**Signal wires on met1**

The bar under the picture is 20 µm long. Supply wires on this layer in grey.
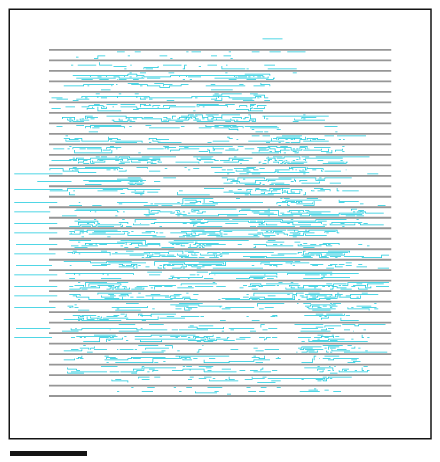
**Met2 routing**

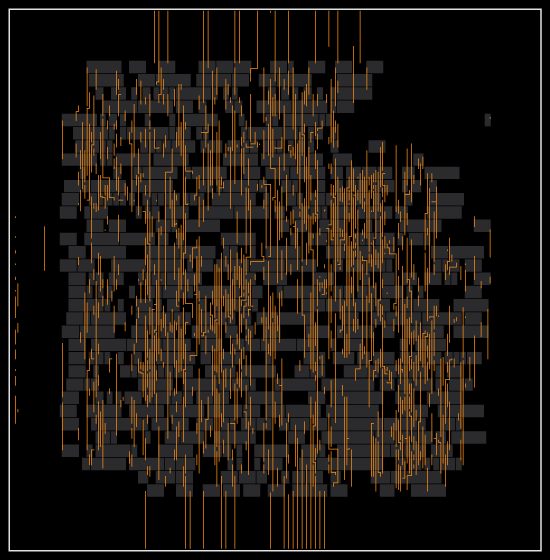
File: src/rtl/miim_master.sv
// miim_master: MII management (MDC/MDIO) master, IEEE 802.3 clause-22 frames.
//
// Generates a free-running Mdc from Clk_reg and serialises write / read frames
// (preamble, ST/OP, PHY and register address, turnaround, data) on Mdo/MdoEn,
// capturing read data from Mdi.
//
// Ports:
//   Clk_reg, Reset          - sole clock; synchronous active-high reset
//   Divider                 - Clk_reg cycles per Mdc period (clamped, even)
//   CtrlData, Rgad, Fiad    - write data, register address, PHY address
//   NoPre                   - suppress the 32-bit preamble
//   WCtrlData, RStat        - write / read requests (levels)
//   ScanStat                - continuous scan-read request (level)
//   Mdi / Mdc, Mdo, MdoEn   - MDIO pad interface
//   Busy                    - frame in progress
//   WCtrlDataStart          - pulse: write accepted
//   RStatStart              - pulse: read accepted
//   UpdateMIIRX_DATAReg     - pulse: Prsd holds new read data
//   Prsd, LinkFail, Nvalid  - read data, link-fail status, scan not yet valid
//
// Build option: define MIIM_SCAN_EN to enable scan reads (ScanStat/Nvalid);
// without it ScanStat is ignored and Nvalid is tied low.

module miim_master #(
   parameter int unsigned PRE_LEN = 32,
   parameter int unsigned MIN_DIV = 2
) (
   input  logic        Clk_reg,
   input  logic        Reset,
   input  logic [7:0]  Divider,
   input  logic [15:0] CtrlData,
   input  logic [4:0]  Rgad,
   input  logic [4:0]  Fiad,
   input  logic        NoPre,
   input  logic        WCtrlData,
   input  logic        RStat,
   input  logic        ScanStat,
   input  logic        Mdi,
   output logic        Mdc,
   output logic        Mdo,
   output logic        MdoEn,
   output logic        Busy,
   output logic        WCtrlDataStart,
   output logic        RStatStart,
   output logic        UpdateMIIRX_DATAReg,
   output logic [15:0] Prsd,
   output logic        LinkFail,
   output logic        Nvalid
);

   localparam logic [7:0] MinDiv  = 8'(MIN_DIV);
   localparam logic [5:0] PreLast = 6'(PRE_LEN - 1);

   localparam logic [2:0] StIdle = 3'd0;
   localparam logic [2:0] StPre  = 3'd1;
   localparam logic [2:0] StStOp = 3'd2;
   localparam logic [2:0] StAddr = 3'd3;
   localparam logic [2:0] StTa   = 3'd4;
   localparam logic [2:0] StData = 3'd5;

   // ---------------------------------------------------------------------
   // Mdc generation
   // ---------------------------------------------------------------------
   logic [7:0] div_clamp;
   logic [6:0] half_new, half_q, hcnt_q;
   logic       mdc_q, wrap, rise_tick, fall_tick;
   logic       unused_div0;

   always_comb begin
      div_clamp = (Divider < MinDiv) ? MinDiv : Divider;
      half_new  = div_clamp[7:1];    // dropping the LSB forces an even divider
   end
   assign unused_div0 = div_clamp[0];

   assign wrap      = (hcnt_q == half_q - 7'd1);
   assign rise_tick = wrap & ~mdc_q;
   assign fall_tick = wrap &  mdc_q;

   // The half-period length is only reloaded at a wrap, so a Divider change
   // never produces a truncated Mdc phase.
   always_ff @(posedge Clk_reg) begin
      if (Reset) begin
         hcnt_q <= '0;
         half_q <= half_new;
         mdc_q  <= 1'b0;
      end else if (wrap) begin
         hcnt_q <= '0;
         half_q <= half_new;
         mdc_q  <= ~mdc_q;
      end else begin
         hcnt_q <= hcnt_q + 7'd1;
      end
   end

   // ---------------------------------------------------------------------
   // Frame sequencing: (state_q, cnt_q) names the bit currently on the wire
   // ---------------------------------------------------------------------
   logic [2:0]  state_q, state_d;
   logic [5:0]  cnt_q, cnt_d;
   logic        wr_q, wr_n;
   logic [9:0]  addr_q, addr_n;
   logic [15:0] data_q, data_n, shift_q, prsd_q;
   logic        mdo_q, mdoen_q, linkfail_q;
   logic        wstart_q, rstart_q, upd_q;
   logic        idle, start_wr, start_rd, start_scan, start, frame_end;
   logic [3:0]  st_op;
   logic        drv_en, drv_bit;

   assign idle     = (state_q == StIdle);
   assign start_wr = fall_tick & idle & WCtrlData;
   assign start_rd = fall_tick & idle & ~WCtrlData & RStat;
`ifdef MIIM_SCAN_EN
   assign start_scan = fall_tick & idle & ~WCtrlData & ~RStat & ScanStat;
`else
   assign start_scan = 1'b0;
`endif
   assign start     = start_wr | start_rd | start_scan;
   assign frame_end = fall_tick & (state_q == StData) & (cnt_q == 6'd15);

   // Frame parameters as seen by the bit being launched this cycle; on the
   // start edge they come straight from the inputs. NoPre only chooses the
   // first state, so it needs no register of its own.
   assign wr_n   = start ? start_wr       : wr_q;
   assign addr_n = start ? {Fiad, Rgad}   : addr_q;
   assign data_n = start ? CtrlData       : data_q;
   assign st_op  = wr_n ? 4'b0101 : 4'b0110;

   always_comb begin
      state_d = state_q;
      cnt_d   = cnt_q;
      if (start) begin
         state_d = NoPre ? StStOp : StPre;
         cnt_d   = '0;
      end else if (fall_tick) begin
         cnt_d = cnt_q + 6'd1;
         case (state_q)
            StPre:  if (cnt_q == PreLast) begin state_d = StStOp; cnt_d = '0; end
            StStOp: if (cnt_q == 6'd3)    begin state_d = StAddr; cnt_d = '0; end
            StAddr: if (cnt_q == 6'd9)    begin state_d = StTa;   cnt_d = '0; end
            StTa:   if (cnt_q == 6'd1)    begin state_d = StData; cnt_d = '0; end
            StData: if (cnt_q == 6'd15)   begin state_d = StIdle; cnt_d = '0; end
            default: cnt_d = cnt_q;
         endcase
      end
   end

   // Level to drive for the position being entered.
   always_comb begin
      drv_en  = 1'b0;
      drv_bit = 1'b0;
      case (state_d)
         StPre: begin
            drv_en  = 1'b1;
            drv_bit = 1'b1;
         end
         StStOp: begin
            drv_en  = 1'b1;
            drv_bit = st_op[2'd3 - cnt_d[1:0]];
         end
         StAddr: begin
            drv_en  = 1'b1;
            drv_bit = addr_n[4'd9 - cnt_d[3:0]];
         end
         StTa: begin
            drv_en  = wr_n;
            drv_bit = wr_n & ~cnt_d[0];   // write turnaround is "10"
         end
         StData: begin
            drv_en  = wr_n;
            drv_bit = wr_n & data_n[4'd15 - cnt_d[3:0]];
         end
         default: ;
      endcase
   end

   always_ff @(posedge Clk_reg) begin
      if (Reset) begin
         state_q    <= StIdle;
         cnt_q      <= '0;
         wr_q       <= 1'b0;
         addr_q     <= '0;
         data_q     <= '0;
         shift_q    <= '0;
         prsd_q     <= '0;
         mdo_q      <= 1'b0;
         mdoen_q    <= 1'b0;
         linkfail_q <= 1'b0;
         wstart_q   <= 1'b0;
         rstart_q   <= 1'b0;
         upd_q      <= 1'b0;
      end else begin
         state_q  <= state_d;
         cnt_q    <= cnt_d;
         wstart_q <= start_wr;
         rstart_q <= start_rd;
         upd_q    <= frame_end & ~wr_q;
         if (start) begin
            wr_q   <= start_wr;
            addr_q <= {Fiad, Rgad};
            data_q <= CtrlData;
         end
         if (fall_tick) begin
            mdo_q   <= drv_bit;
            mdoen_q <= drv_en;
         end
         // The PHY launches read data after a rising edge; sampling at the
         // next rising edge gives a full Mdc period of setup.
         if (rise_tick && state_q == StData && !wr_q) begin
            shift_q <= {shift_q[14:0], Mdi};
         end
         if (frame_end && !wr_q) begin
            prsd_q <= shift_q;
            if (addr_q[4:0] == 5'd1) begin
               linkfail_q <= ~shift_q[2];   // PHY status bit 2 is link-up
            end
         end
      end
   end

   // ---------------------------------------------------------------------
   // Scan status
   // ---------------------------------------------------------------------
`ifdef MIIM_SCAN_EN
   logic scan_q, armed_q, nvalid_q;

   // armed_q marks that the next scan is the first since ScanStat rose.
   always_ff @(posedge Clk_reg) begin
      if (Reset) begin
         scan_q   <= 1'b0;
         armed_q  <= 1'b1;
         nvalid_q <= 1'b0;
      end else begin
         if (start) scan_q <= start_scan;
         if (!ScanStat)       armed_q <= 1'b1;
         else if (start_scan) armed_q <= 1'b0;
         if (start_scan && armed_q)     nvalid_q <= 1'b1;
         else if (frame_end && scan_q)  nvalid_q <= 1'b0;
         else if (idle && !ScanStat)    nvalid_q <= 1'b0;
      end
   end

   assign Nvalid = nvalid_q;
`else
   logic unused_scan;
   assign unused_scan = ScanStat;
   assign Nvalid      = 1'b0;
`endif

   assign Mdc                 = mdc_q;
   assign Mdo                 = mdo_q;
   assign MdoEn               = mdoen_q;
   assign Busy                = ~idle;
   assign WCtrlDataStart      = wstart_q;
   assign RStatStart          = rstart_q;
   assign UpdateMIIRX_DATAReg = upd_q;
   assign Prsd                = prsd_q;
   assign LinkFail            = linkfail_q;

endmodule

File: config.mk
export PLATFORM = sky130hd
export DESIGN_NAME = miim_master
export DESIGN_NICKNAME = d
export VERILOG_FILES = /design/src/rtl/miim_master.sv
export SDC_FILE = /design/constraint.sdc
export NUM_CORES = 1
export LEC_CHECK = 0
export CAP_MARGIN = 5
export CORE_AREA = 10 10 99 101
export CTS_CLUSTER_SIZE = 28
export DETAILED_ROUTE_END_ITERATION = 12
export DIE_AREA = 0 0 109 111
export PLACE_DENSITY_LB_ADDON = 0.3
export SLEW_MARGIN = 10
export SYNTH_ARGS = -nofsm -noshare
export SYNTH_HDL_FRONTEND = slang
export SYNTH_SLANG_ARGS = --single-unit
File: constraint.sdc
create_clock -name Clk_reg -period 10.25 [get_ports Clk_reg]
set_input_delay 3.075 -clock Clk_reg [delete_from_list [all_inputs] [get_ports Clk_reg]]
set_output_delay 3.075 -clock Clk_reg [all_outputs]
set_load 0.02 [all_outputs]
==> flow_summary_export.csv <==
group,metric,value,unit
finish,sh_comb_area,45.2,%
clock_network,deepest_clock_path_buffer_count,2,
finish,num-nets-final,612,
worst_setup_path,timing.critical_path.arrival,5.80,ns
placement,post-place-ws,4.33,ns
sta,setup_ws,4.69,ns
route,met2RoutedLength,4910,µm
worst_setup_path,required,10.50,ns
power_and_ir_drop,clock_power_share,37.3,%
finish,layout.non_clock_inverters,15,
sta,setup_viol_count_final,0,
hold_path,worstHoldEndpoint,"data_q[0]",
die,ioPinCount,66,
logic_synthesis,synth-edff-count,7,
sta,final_period_minus_worst_setup_slack,5.56,ns
logic_synthesis,synth_dominant_cell_count,"sky130_fd_sc_hd__nand2_1",
placement,cell_area_after_placement,0.00505,mm²
logic_synthesis,post_synthesis_instance_area,0.00441,mm²
clock_network,cts_post_setup_buffers_inserted,0,
worst_setup_path,crit_type,"in -> reg",
clock_network,cts-hold-fix-buffers,0,
logic_synthesis,yosys-stat-cells,526,
logic_synthesis,net_count_after_synthesis,572,
power_and_ir_drop,switching_share,25.4,%
sta,fin_skew,0.00902,ns
run_status,run_status,"finished, final reports clean",
worst_setup_path,critical_path.startpoint,"WCtrlData",
global_routing,antenna_violations_before_repair,0,
finish,final_core_util,65.9,%
die,floorplan.core_util,55.4,%
worst_setup_path,critical_path_peak_fanout,12,
global_routing,grt_use_met1,21.1,%
power_and_ir_drop,report.power.total,0.000629,W
placement,dpl.hpwl,7320,µm
die,floorplan.die.height,111,µm
flow_run,max-cap-violations,0,
clock_network,htree_levels,3,
clock_network,root_buffer,"sky130_fd_sc_hd__clkbuf_8",
sta,tightest_slew,0.919,ns
finish,nNonClkBuffers,65,
route,ant_nets,0,
finish,syn_to_final_growth,18.9,%
logic_synthesis,syn_avg_cell_area,8.39,µm²
route,drt_first_iter_violations,267,
placement,post-place-cells,660,
die,floorplan.die_area,0.0121,mm²
logic_synthesis,synth_flops,89,
logic_synthesis,dominant_cells_by_area_after_synthesis,"sky130_fd_sc_hd__dfxtp_1 37%, sky130_fd_sc_hd__nand2_1 9.7%, sky130_fd_sc_hd__a21oi_1 6.2%",
sta,totalNegativeSetupSlack,0,ns
global_routing,grtUsageTotal,16.5,%
power_and_ir_drop,cellInternalPower,0.000469,W
logic_synthesis,synthMuxAreaShare,5.93,%
logic_synthesis,post-synth-top-area-cell,"sky130_fd_sc_hd__dfxtp_1",
power_and_ir_drop,standby_leakage_power,1.84,nW
logic_synthesis,post_synth_and_or_nand_nor_area_fraction,23.1,%
power_and_ir_drop,share_seq_of_total_power,56.8,%
die,fp.dieW,109,µm
logic_synthesis,synth.distinct_cells,76,
hold_path,worst_hold_startpoint,"data_q[0]",
route,number_of_detailed_route_iterations_in_the_first_pass,7,
finish,post_layout_nonfiller_instances,676,
logic_synthesis,synthesis.instances,526,
die,num_rows,33,
worst_setup_path,r2r-end,"Mdo",
route,routed_wire_length_per_instance,15.1,µm
About 'signal wires on met1':
wire length on this layer: 4,500 µm
longest straight run: 35.9 µm
main direction: horizontal
share of all routed wire: 44%

About 'met2 routing':
main direction: vertical
share of all routed wire: 48%
nets with wire on the layer: 497
wire length on this layer: 4,910 µm
longest straight run: 34.7 µm

## power groups by stage
stage               clock (W)  sequential (W)  combinational [W]
CTS                  0.000240        0.000357          0.0000371
global route         0.000255        0.000358          0.0000398
finish               0.000234        0.000357          0.0000373
floorplan                   0        0.000363          0.0000202
global placement            0        0.000365          0.0000361
detailed placement          0        0.000365          0.0000369
## sequential cells by signal (all words and copies together), names as in the netlist
register / count
LinkFail: 1
Mdc: 1
Mdo: 1
MdoEn: 1
Prsd: 16
RStatStart: 1
UpdateMIIRX_DATAReg: 1
WCtrlDataStart: 1
addr_q: 10
cnt_q: 6
data_q: 16
half_q: 7
hcnt_q: 7
shift_q: 16
state_q: 3
wr_q: 1
Power and IR drop assume default switching activity.
